port_nets.png
(3 px per um)
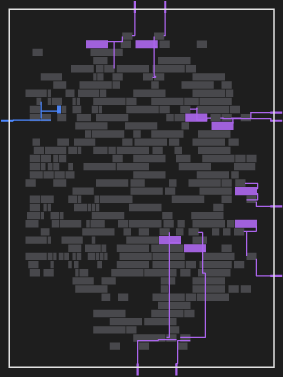
met1.png
(4 px per um) Supply wires on this layer in grey.
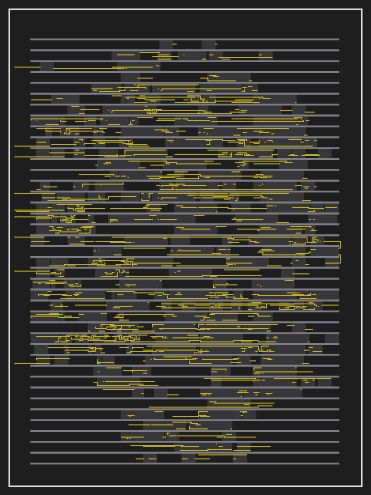
final_placement.png
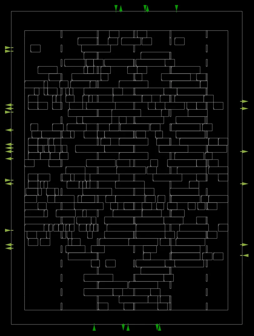
==> config.mk <==
export PLATFORM = sky130hd
export DESIGN_NAME = param_fifo
export DESIGN_NICKNAME = d
export VERILOG_FILES = /design/src/rtl/misc_fifo_pkg.sv /design/src/rtl/fifo_dpram.sv /design/src/rtl/param_fifo.sv
export SDC_FILE = /design/constraint.sdc
export NUM_CORES = 1
export LEC_CHECK = 0
export CORE_ASPECT_RATIO = 1.4
export CORE_MARGIN = 5
export CORE_UTILIZATION = 40
export CTS_BUF_LIST = sky130_fd_sc_hd__clkbuf_4 sky130_fd_sc_hd__clkbuf_8
export DETAILED_ROUTE_END_ITERATION = 8
export PLACE_DENSITY = 0.56
export SYNTH_ARGS = -nofsm -noshare
export SYNTH_HDL_FRONTEND = slang
export SYNTH_SLANG_ARGS = --single-unit
==> constraint.sdc <==
create_clock -name clk -period 5.1 [get_ports clk]
set_clock_uncertainty 0.1 [all_clocks]
set_input_delay 1.02 -clock clk [delete_from_list [all_inputs] [get_ports clk]]
set_output_delay 1.02 -clock clk [all_outputs]
set_load 0.01 [all_outputs]
==> results_slide.txt <==
Synthesis and Place & Route Summary

Clock network
  – H-tree depth: 3
  – CTS Buf Count: 9
  – CTS max path bufs: 2
  – Hold_buf cts: 0
  – Clk pin slew, worst setup/hold paths: 0.08 ns

Cells and area
  – Nets: ~270
  – Antenna diodes: 0
  – Layout Cells excl Fill: about 360

Status
  – Status: complete, no violations

Worst setup path
  – Top delay family on crit path: buffers and inverters
  – Kind of end point of the critical path: output port
  – CP arrival: between 2 and 2.5 ns
  – Levels on crit path: 5
  – Worst R2R Path Depth: 5
  – Most used cell, CP: inv_1

Global routing
  – First-pass GRT wire length: between 10000 and 15000 um
  – Grt total ovfl: 0

Synth
  – Ys flop type: edfxtp_1
  – Mapped Area: 3390 um^2
  – Post-synth ARST share: 0%
  – Part of the Yosys area used for sequential elements: roughly 70%
  – Yosys Instances: approximately 220
  – Ys flops: around 85
  – Post-synth EDFFs: around 64

Job
  – Tool warnings: 29

Floorplan
  – Vert. Die Dim: 119 um
Notes on port_nets.png above:
| colour | port | direction | edge | end cells | buffers | wire |
|---|---|---|---|---|---|---|
| blue | `empty` | output | left | 1 | 1 | 24.9 um |
| purple | `data_out` | output | 4 right, 2 top, 2 bottom | 8 | 8 | 258 um |
PortBufs: 30
IO Count: 31

Notes on met1.png above:
share of all routed wire: 40%
nets with wire on the layer: 256
main direction: horizontal
wire length on this layer: 2730 um
longest straight run: 33.1 um
routed vias: 1944
final WL: 6890 um
met1 usage: 17.0%

Notes on final_placement.png above:
placement row count: 39
num sequential: 85
Core Region: 8200 um^2

-- layout by cell type (no fill, tap or decap), types with 2 or more instances in the layout --
cell and n:
nand2_1 4, a22oi_1 16, dfxtp_1 20, nor2_1 17, mux2i_1 34, nor3_1 4, bufinv_16 3, clkinv_1 2
a21oi_1 5, a32o_1 8, nor2b_1 2, edfxtp_1 64, ha_1 7, nand3_1 4, inv_1 4, xor2_1 5
nand3b_1 2, clkdlybuf4s50_1 30, xnor2_1 2, clkbuf_8 9
-- kinds of logic (layout without fill, tap and decap cells) --
| logic type | Yosys count | count (layout) | synth area share (%) |
|---|---|---|---|
| and+or+nand+nor | 43 | 43 | 6.87 |
| adders and majority gates | 7 | 7 | 2.59 |
| DFF | 85 | 85 | 69.2 |
| xor gates and xnor gates | 7 | 7 | 1.81 |
| muxes | 34 | 34 | 10.1 |
| AOI/OAI and AO/OA | 32 | 32 | 7.24 |
| buffers and inverters | 15 | 51 | 2.25 |
-- metal layers --
layer | global-route usage [%] | up-vias | share of wire (%)
li1 | - | 919 | -
met1 | 17.0 | 959 | 40
met2 | 23.8 | 53 | 54
met3 | 3.73 | 13 | 4.2
met4 | 6.14 | 0 | 2.4
met5 | 0 | - | 0
-- power groups by stage --
stage	Clock (mW)	Combinational, mW	Sequential, mW
CTS	0.568	0.505	0.840
finish	0.554	0.494	0.839
global placement	0	0.501	0.856
floorplan	0	0.316	0.859
global route	0.601	0.542	0.847
detailed placement	0	0.502	0.856
-- final cells by class --
type / instances / area [um^2]
Fill cell: 701 / 4190
Sequential cell: 85 / 2340
Multi-Input combinational cell: 123 / 980
Timing Repair Buffer: 31 / 308
Tap cell: 102 / 128
Clock buffer: 9 / 124
Clock inverter: 7 / 114
Inverter: 4 / 15.0
Power is estimated from default activity; no workload was simulated.
